[config.mk]
export PLATFORM = sky130hd
export DESIGN_NAME = flock_sprite_engine
export DESIGN_NICKNAME = d
export VERILOG_FILES = /design/src/rtl/flock_sprite_engine.sv
export SDC_FILE = /design/constraint.sdc
export NUM_CORES = 1
export LEC_CHECK = 0
export CAP_MARGIN = 20
export CORE_MARGIN = 2
export CORE_UTILIZATION = 55
export CTS_BUF_LIST = sky130_fd_sc_hd__clkbuf_4 sky130_fd_sc_hd__clkbuf_8
export DETAILED_ROUTE_END_ITERATION = 16
export GPL_TIMING_DRIVEN = 0
export PLACE_DENSITY = 0.81
export SYNTH_ARGS = -nofsm -noshare
export SYNTH_HDL_FRONTEND = slang
export SYNTH_SLANG_ARGS = --single-unit
[constraint.sdc]
create_clock -name clock -period 4.2 [get_ports clock]
set_input_delay 0.63 -clock clock [delete_from_list [all_inputs] [get_ports clock]]
set_output_delay 0.63 -clock clock [all_outputs]
set_load 0.01 [all_outputs]
[src/rtl/flock_sprite_engine.sv]
// Bird flock animator: on each frame tick it erases every live bird, advances positions,
// then redraws them, streaming one pixel per cycle into the display's plot port.
module flock_sprite_engine #(
  parameter int         NUM_BIRDS = 2,
  parameter int         X_W       = 8,
  parameter int         Y_W       = 7,
  parameter int         SCREEN_W  = 160,
  parameter int         SCREEN_H  = 120,
  parameter int         SPEED     = 1,
  parameter logic [2:0] FG_COLOUR = 3'b111,
  parameter logic [2:0] BG_COLOUR = 3'b000
) (
  input  logic                                            clock,
  input  logic                                            reset,
  input  logic                                            frame_tick,
  input  logic                                            spawn,
  input  logic [(NUM_BIRDS > 1 ? $clog2(NUM_BIRDS) : 1)-1:0] spawn_id,
  input  logic [X_W-1:0]                                  spawn_x,
  input  logic [Y_W-1:0]                                  spawn_y,
  input  logic                                            spawn_dir,
  input  logic                                            kill,
  input  logic [(NUM_BIRDS > 1 ? $clog2(NUM_BIRDS) : 1)-1:0] kill_id,
  output logic                                            ready,
  output logic [X_W-1:0]                                  x_out,
  output logic [Y_W-1:0]                                  y_out,
  output logic [2:0]                                      colour_out,
  output logic                                            plot,
  output logic                                            frame_done,
  output logic                                            overrun
);

  localparam int             ID_W     = (NUM_BIRDS > 1) ? $clog2(NUM_BIRDS) : 1;
  localparam logic [X_W:0]   SW_X     = (X_W+1)'(SCREEN_W);
  localparam logic [Y_W:0]   SH_Y     = (Y_W+1)'(SCREEN_H);
  localparam logic [X_W:0]   SPD_X    = (X_W+1)'(SPEED);
  localparam logic [X_W-1:0] X_MAX    = X_W'(SCREEN_W - 1);
  localparam logic [3:0]     LAST_PIX = 4'd9;

  typedef enum logic [2:0] {IDLE, ERASE, UPDATE, DRAW, DONE} state_t;

  state_t          state_reg, state_next;
  logic [ID_W-1:0] slot_reg, slot_next;
  logic [3:0]      pix_reg, pix_next;
  logic            overrun_reg;

  logic [NUM_BIRDS-1:0] active_vec, dying_vec, flap_vec;
  logic [NUM_BIRDS-1:0] spawn_hit, kill_hit;
  logic [X_W-1:0]       x_arr [NUM_BIRDS];
  logic [Y_W-1:0]       y_arr [NUM_BIRDS];
  logic [X_W-1:0]       spawn_x_clamped;

  assign ready           = (state_reg == IDLE);
  assign frame_done      = (state_reg == DONE);
  assign overrun         = overrun_reg;
  assign spawn_x_clamped = ({1'b0, spawn_x} >= SW_X) ? X_MAX : spawn_x;

  // Per-slot bird state: spawn beats kill, and the UPDATE cycle moves or retires the bird.
  genvar gi;
  generate
    for (gi = 0; gi < NUM_BIRDS; gi++) begin : g_slot
      logic           active_reg, dying_reg, dir_reg, flap_reg;
      logic [X_W-1:0] x_reg, x_adv;
      logic [Y_W-1:0] y_reg;
      logic [X_W:0]   x_wide, x_sum;

      assign spawn_hit[gi]  = ready && spawn && (spawn_id == ID_W'(gi));
      assign kill_hit[gi]   = ready && kill && (kill_id == ID_W'(gi)) && active_reg && !spawn_hit[gi];
      assign active_vec[gi] = active_reg;
      assign dying_vec[gi]  = dying_reg;
      assign flap_vec[gi]   = flap_reg;
      assign x_arr[gi]      = x_reg;
      assign y_arr[gi]      = y_reg;
      assign x_wide         = {1'b0, x_reg};

      always_comb begin
        x_sum = x_wide + SPD_X;
        x_adv = '0;
        if (!dir_reg) begin
          x_adv = (x_sum >= SW_X) ? X_W'(x_sum - SW_X) : X_W'(x_sum);
        end else begin
          x_adv = (x_wide < SPD_X) ? X_W'(x_wide + SW_X - SPD_X) : X_W'(x_wide - SPD_X);
        end
      end

      always_ff @(posedge clock or posedge reset) begin
        if (reset) begin
          active_reg <= 1'b0;
          dying_reg  <= 1'b0;
          dir_reg    <= 1'b0;
          flap_reg   <= 1'b0;
          x_reg      <= '0;
          y_reg      <= '0;
        end else if (spawn_hit[gi]) begin
          active_reg <= 1'b1;
          dying_reg  <= 1'b0;
          dir_reg    <= spawn_dir;
          flap_reg   <= 1'b0;
          x_reg      <= spawn_x_clamped;
          y_reg      <= spawn_y;
        end else if (kill_hit[gi]) begin
          dying_reg <= 1'b1;
        end else if (state_reg == UPDATE && active_reg) begin
          if (dying_reg) begin
            active_reg <= 1'b0;
            dying_reg  <= 1'b0;
          end else begin
            x_reg    <= x_adv;
            flap_reg <= ~flap_reg;
          end
        end
      end
    end
  endgenerate

  // Lowest set slot index at or above lo; MSB of the result flags whether one exists.
  function automatic logic [ID_W:0] find_first(input logic [NUM_BIRDS-1:0] mask, input int lo);
    logic [ID_W:0] r;
    r = '0;
    for (int i = NUM_BIRDS - 1; i >= 0; i--) begin
      if (mask[i] && i >= lo) r = {1'b1, ID_W'(i)};
    end
    return r;
  endfunction

  logic [ID_W:0] first_tick, next_walk, first_draw;

  assign first_tick = find_first(active_vec | spawn_hit, 0);
  assign next_walk  = find_first(active_vec, int'(slot_reg) + 1);
  assign first_draw = find_first(active_vec & ~dying_vec, 0);

  always_comb begin
    state_next = state_reg;
    slot_next  = slot_reg;
    pix_next   = pix_reg;
    case (state_reg)
      IDLE: begin
        if (frame_tick) begin
          pix_next = '0;
          if (first_tick[ID_W]) begin
            state_next = ERASE;
            slot_next  = first_tick[ID_W-1:0];
          end else begin
            state_next = UPDATE;
          end
        end
      end
      ERASE, DRAW: begin
        if (pix_reg == LAST_PIX) begin
          pix_next = '0;
          if (next_walk[ID_W]) begin
            slot_next = next_walk[ID_W-1:0];
          end else begin
            state_next = (state_reg == ERASE) ? UPDATE : DONE;
          end
        end else begin
          pix_next = pix_reg + 4'd1;
        end
      end
      UPDATE: begin
        pix_next = '0;
        if (first_draw[ID_W]) begin
          state_next = DRAW;
          slot_next  = first_draw[ID_W-1:0];
        end else begin
          state_next = DONE;
        end
      end
      DONE:    state_next = IDLE;
      default: state_next = IDLE;
    endcase
  end

  always_ff @(posedge clock or posedge reset) begin
    if (reset) begin
      state_reg   <= IDLE;
      slot_reg    <= '0;
      pix_reg     <= '0;
      overrun_reg <= 1'b0;
    end else begin
      state_reg <= state_next;
      slot_reg  <= slot_next;
      pix_reg   <= pix_next;
      if (frame_tick && !ready) overrun_reg <= 1'b1;
    end
  end

  // Sprite offsets: body runs left from the anchor, head below it, wings fan out diagonally.
  logic           cur_flap;
  logic [X_W-1:0] cur_x;
  logic [Y_W-1:0] cur_y;
  logic [X_W:0]   px;
  logic [Y_W:0]   py;
  logic           x_ok, y_ok;
  int             dxi, dyi;

  assign cur_flap = flap_vec[slot_reg];
  assign cur_x    = x_arr[slot_reg];
  assign cur_y    = y_arr[slot_reg];

  always_comb begin
    dxi = 0;
    dyi = 0;
    case (pix_reg)
      4'd0, 4'd1, 4'd2, 4'd3, 4'd4, 4'd5: dxi = -int'(pix_reg);
      4'd6: dyi = 1;
      4'd7, 4'd8, 4'd9: begin
        dxi = 4 - int'(pix_reg);
        dyi = cur_flap ? (int'(pix_reg) - 6) : (6 - int'(pix_reg));
      end
      default: ;
    endcase
  end

  assign px   = {1'b0, cur_x} + (X_W+1)'(dxi);
  assign py   = {1'b0, cur_y} + (Y_W+1)'(dyi);
  assign x_ok = !px[X_W] && (px < SW_X);
  assign y_ok = !py[Y_W] && (py < SH_Y);

  always_comb begin
    plot       = 1'b0;
    x_out      = '0;
    y_out      = '0;
    colour_out = BG_COLOUR;
    if (state_reg == ERASE || state_reg == DRAW) begin
      x_out      = px[X_W-1:0];
      y_out      = py[Y_W-1:0];
      colour_out = (state_reg == DRAW) ? FG_COLOUR : BG_COLOUR;
      plot       = x_ok && y_ok;
    end
  end

endmodule

==> impl_metrics.toml, run 1 <==
# flow metrics
[yosys]
yosys_warnings = 0
yosysTopAreaCell = "dfrtp_1"
synth_top_area_share_pct = 27.0
yosys-stat-cells = 568
synth_cell_types = 72
synth.comb.largest_family = "simple AND/OR/NAND/NOR gates"
syn_area_per_cell_sq_um = 7.67
top_cell = "nand2_1"
ys_ff = 47
synth_nets = 625
ys_sh_xor_pct = 4.82
syn_area_sq_mm = 0.00436
ff_type = "dfrtp_1"
ys_area_sq_mm = 0.00436
netlist_instances = 568
ys_sh_aoi_pct = 21.7

[sta]
slew_violations = 0
rsz0062_at_grt = "yes"
finalCriticalPeriod_ps = 4230
timing.fmax_mhz = 237
tightestPinTransition_ps = 889
fin_ws_ps = -25.4
setup_viol = 1
finClkSkew_ps = 6.00
relSlewSlack_pct = 40.6
min_period_over_period_pct = 101

[floorplan]
tapCellCount = 102
dieArea_sq_mm = 0.00865
core_sq_mm = 0.00769
io_pins = 45
fp.dieH_microns = 93
core.rowCount = 32

[worst_hold_path]
worstHoldPathType = "reg -> reg"
hold_path_depth = 2

[pwr]
power.density_mw_per_mm2 = 987
p_seq_share_pct = 16.1
pg_clk_uw = 299
p_comb_share_pct = 78.3
p_clk_share_pct = 5.6
p_leak_uw = 0.00236
powerComb_uw = 4140
p_sw_uw = 2590
swShare_pct = 48.8

[placed_design]
port-buffer-count = 44
dp_slack_ps = -971
dpl_cell_area_sq_mm = 0.00494

[detailed_routing]
vias = 4474
viasPerCell = 6.10
drtAntennaViolNets = 0
first_pass_iters = 5
met2_length_mm = 5.87

[finish]
buffer_area_share_pct = 13.4
fin_nets = 688
stdcell_count = 734
layout_top_cell = "nand2_1"
area_growth_pct = 23.1
largest_reg_flops = 16
nClkBuffers = 6
seq_cells = 47
drive_above_1_share_pct = 16.5
final.fill_count = 596
logic_gates = 464
dominant_cells = "combinational gates"

[critical_path]
cp_num_cells = 17
cp-end-kind = "output port"
cp_top_family = "simple AND/OR/NAND/NOR gates"
path_max_fanout = 8
rr_endpoint = "g_slot[0].x_reg[5]"
startpoint_type = "flop"
crit_chain = "buf_6 -> inv_4 -> ha_4 -> nor2_4 -> nor3_4 -> or2_4 -> a32o_2 -> ha_4 -> inv_1 -> fa_2 -> nand2b_4 -> a21oi_4 -> and4_1 -> a311oi_4 -> o311ai_4 -> nor4b_2 -> buf_2"
reg2reg_from = "g_slot[0].x_reg[1]"

[flow_run]
cap_violations = 0
warnings = 38

[clocking]
holdBufCountCts = 0
cts_tree = "built"
cts.repair.resized = 37
cts_buffer_depth = 2

[status]
status = "finished with violations"
violations = "negative setup slack"

[global_route]
use_met2_pct = 48.7
grt_start_max_net_pins = 26
grt_antenna_before_repair = 0
Figure 1. Local utilization (run 1).
The die is cut into 9 by 9 equal tiles; white is low, dark blue is high, 0 to 100% covered.
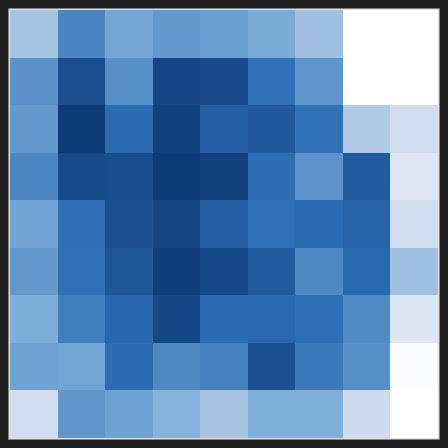
tiles over 75% full	40%
mean over tiles	61%
nearly empty tiles	7.4%

Figure 2. Placed cells, one color a class (run 1).
The bar under the picture is 20 microns long. Fill, decap, tap and diode cells in gray.
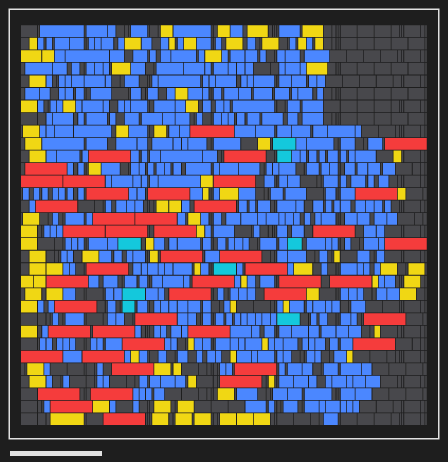
class	color	cells
flops	red	47
other buffers and delay cells	yellow	88
clock drivers and dummy loads	cyan	8
combinational and other logic	blue	489

Figure 3. M1 wires (run 1).
Supply wires on this layer in gray.
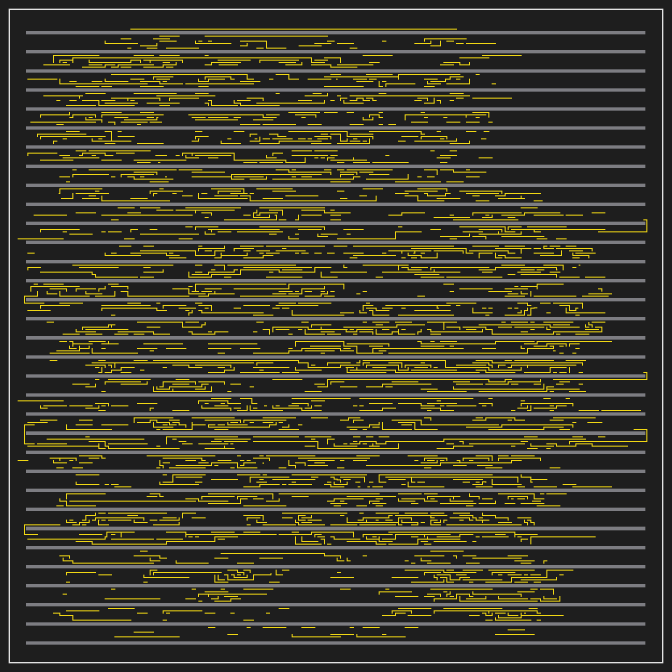
longest straight run	46.5 microns
share of all routed wire	42%
main direction	horizontal
wire length on this layer	5020 microns

Figure 4. Routing congestion (run 1).
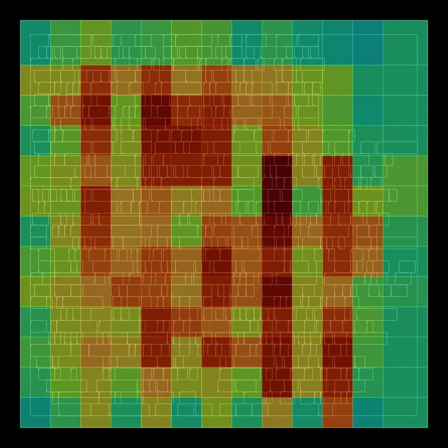
met3 Use GR: 4.67%
Tot GR Track Use: 28.1%

--- run 2 (diff from run 1) ---
--- a/config.mk
+++ b/config.mk
@@ -6,12 +6,12 @@
 export NUM_CORES = 1
 export LEC_CHECK = 0
 export CAP_MARGIN = 20
-export CORE_MARGIN = 2
 export CORE_UTILIZATION = 55
-export CTS_BUF_LIST = sky130_fd_sc_hd__clkbuf_4 sky130_fd_sc_hd__clkbuf_8
+export CTS_BUF_LIST = sky130_fd_sc_hd__clkbuf_8
 export DETAILED_ROUTE_END_ITERATION = 16
 export GPL_TIMING_DRIVEN = 0
 export PLACE_DENSITY = 0.81
+export SETUP_SLACK_MARGIN = 0.2
 export SYNTH_ARGS = -nofsm -noshare
 export SYNTH_HDL_FRONTEND = slang
 export SYNTH_SLANG_ARGS = --single-unit
==> run 2 against run 1 <==
Compared with the run above: the run still ends with negative setup slack left; sequential cell count did not move; sequential share of layout area fell by 0.20 points; core utilization rose by 0.65 points; critical path type unchanged; highest routed layer unchanged.
==> impl_metrics.toml, run 2 <==
# flow metrics
[sta]
tightestPinTransition_ps = 856
finalCriticalPeriod_ps = 4230
rsz0062_at_grt = "yes"
finClkSkew_ps = 9.19
timing.fmax_mhz = 237
slew_violations = 0
relSlewSlack_pct = 42.8
setup_viol = 1
fin_ws_ps = -25.5
min_period_over_period_pct = 101

[finish]
dominant_cells = "combinational gates"
layout_top_cell = "nand2_1"
drive_above_1_share_pct = 17.5
final.fill_count = 612
nClkBuffers = 5
n_all_buffers = 97
fin_nets = 697
largest_reg_flops = 16
logic_gates = 464
stdcell_count = 742
area_growth_pct = 24.3
seq_cells = 47
buffer_area_share_pct = 14.5
mi_logic_area_sq_mm = 0.00312

[worst_hold_path]
hold_path_depth = 2
worstHoldPathType = "reg -> reg"
min_from = "g_slot[1].y_reg[4]"

[global_route]
grt_antenna_before_repair = 0
use_met2_pct = 52.3
grt_use_met3_pct = 4.86
grt_usage_pct = 30.2
grt_start_max_net_pins = 25
grt_overflow = 0
grt_pass1_wl_mm = 20.3

[critical_path]
cp_num_cells = 18
cp_top_family = "simple AND/OR/NAND/NOR gates"
reg2reg_from = "g_slot[0].x_reg[0]"
path_max_fanout = 4
startpoint_type = "flop"
crit_chain = "clkbuf_8 -> inv_6 -> ha_4 -> nor2_4 -> nor3_2 -> or2_1 -> a32o_1 -> ha_2 -> inv_2 -> fa_2 -> nand2b_4 -> a21oi_4 -> and4_1 -> a311oi_2 -> buf_4 -> o311ai_4 -> nor4b_2 -> buf_2"
rr_endpoint = "g_slot[0].x_reg[5]"
cp-end-kind = "output port"

[flow_run]
cap_violations = 0
warnings = 38

[yosys]
yosys_warnings = 0
synth.comb.largest_family = "simple AND/OR/NAND/NOR gates"
netlist_instances = 568
synth_nets = 625
ys_sh_xor_pct = 4.82
yosysTopAreaCell = "dfrtp_1"
ys_ff = 47
ff_type = "dfrtp_1"
ys_sh_aoi_pct = 21.7
topCellsByArea = "dfrtp_1, nand2_1, ha_1"
synth_cell_types = 72
synth_top_area_share_pct = 27.0
ys_area_sq_mm = 0.00436
syn_area_sq_mm = 0.00436
yosys-stat-cells = 568

[placed_design]
port-buffer-count = 44
dpl_cell_area_sq_mm = 0.00496
dp_slack_ps = -1000

[status]
status = "finished with violations"
violations = "negative setup slack"

[detailed_routing]
vias = 4425
met2_length_mm = 5.95
dr.first_iter.drc_count = 332
drtAntennaViolNets = 0
remaining_drc_errors = 0

[floorplan]
io_pins = 45
core.rowCount = 32
dieArea_sq_mm = 0.00828
core_sq_mm = 0.00769
fp.dieH_microns = 91

[pwr]
powerComb_uw = 4140
p_leak_uw = 0.00239
p_seq_share_pct = 16.0
p_sw_uw = 2550
p_clk_share_pct = 6.3
p_comb_share_pct = 77.8
swShare_pct = 47.9
pg_clk_uw = 333
power.density_mw_per_mm2 = 982
power-top-group = "combinational cells"

[clocking]
h-tree-depth = 2
cts.repair.resized = 53
cts_setup_buffers = 15
cts_tree = "built"
holdBufCountCts = 0
cts_buffer_depth = 2
Figure 5. Met4 routing (run 2).
The bar under the picture is 20 microns long. Supply wires on this layer in gray. Cells faint in the background.
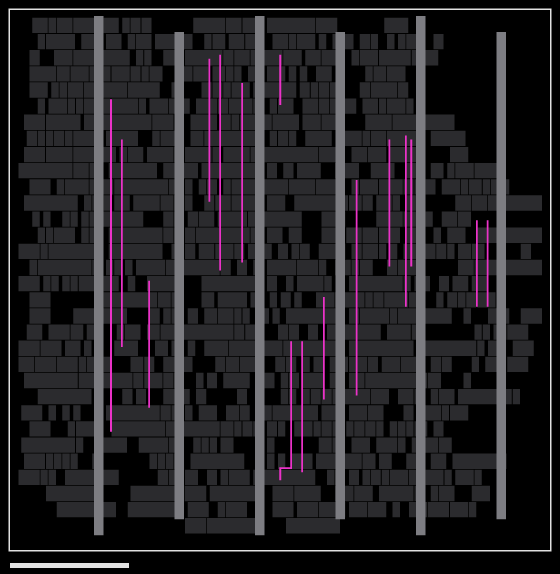
share of all routed wire	3.4%
main direction	vertical
wire length on this layer	409 microns
nets with wire on the layer	15
longest straight run	55.8 microns

No activity file was given, so power comes from the tool's default toggle rates.
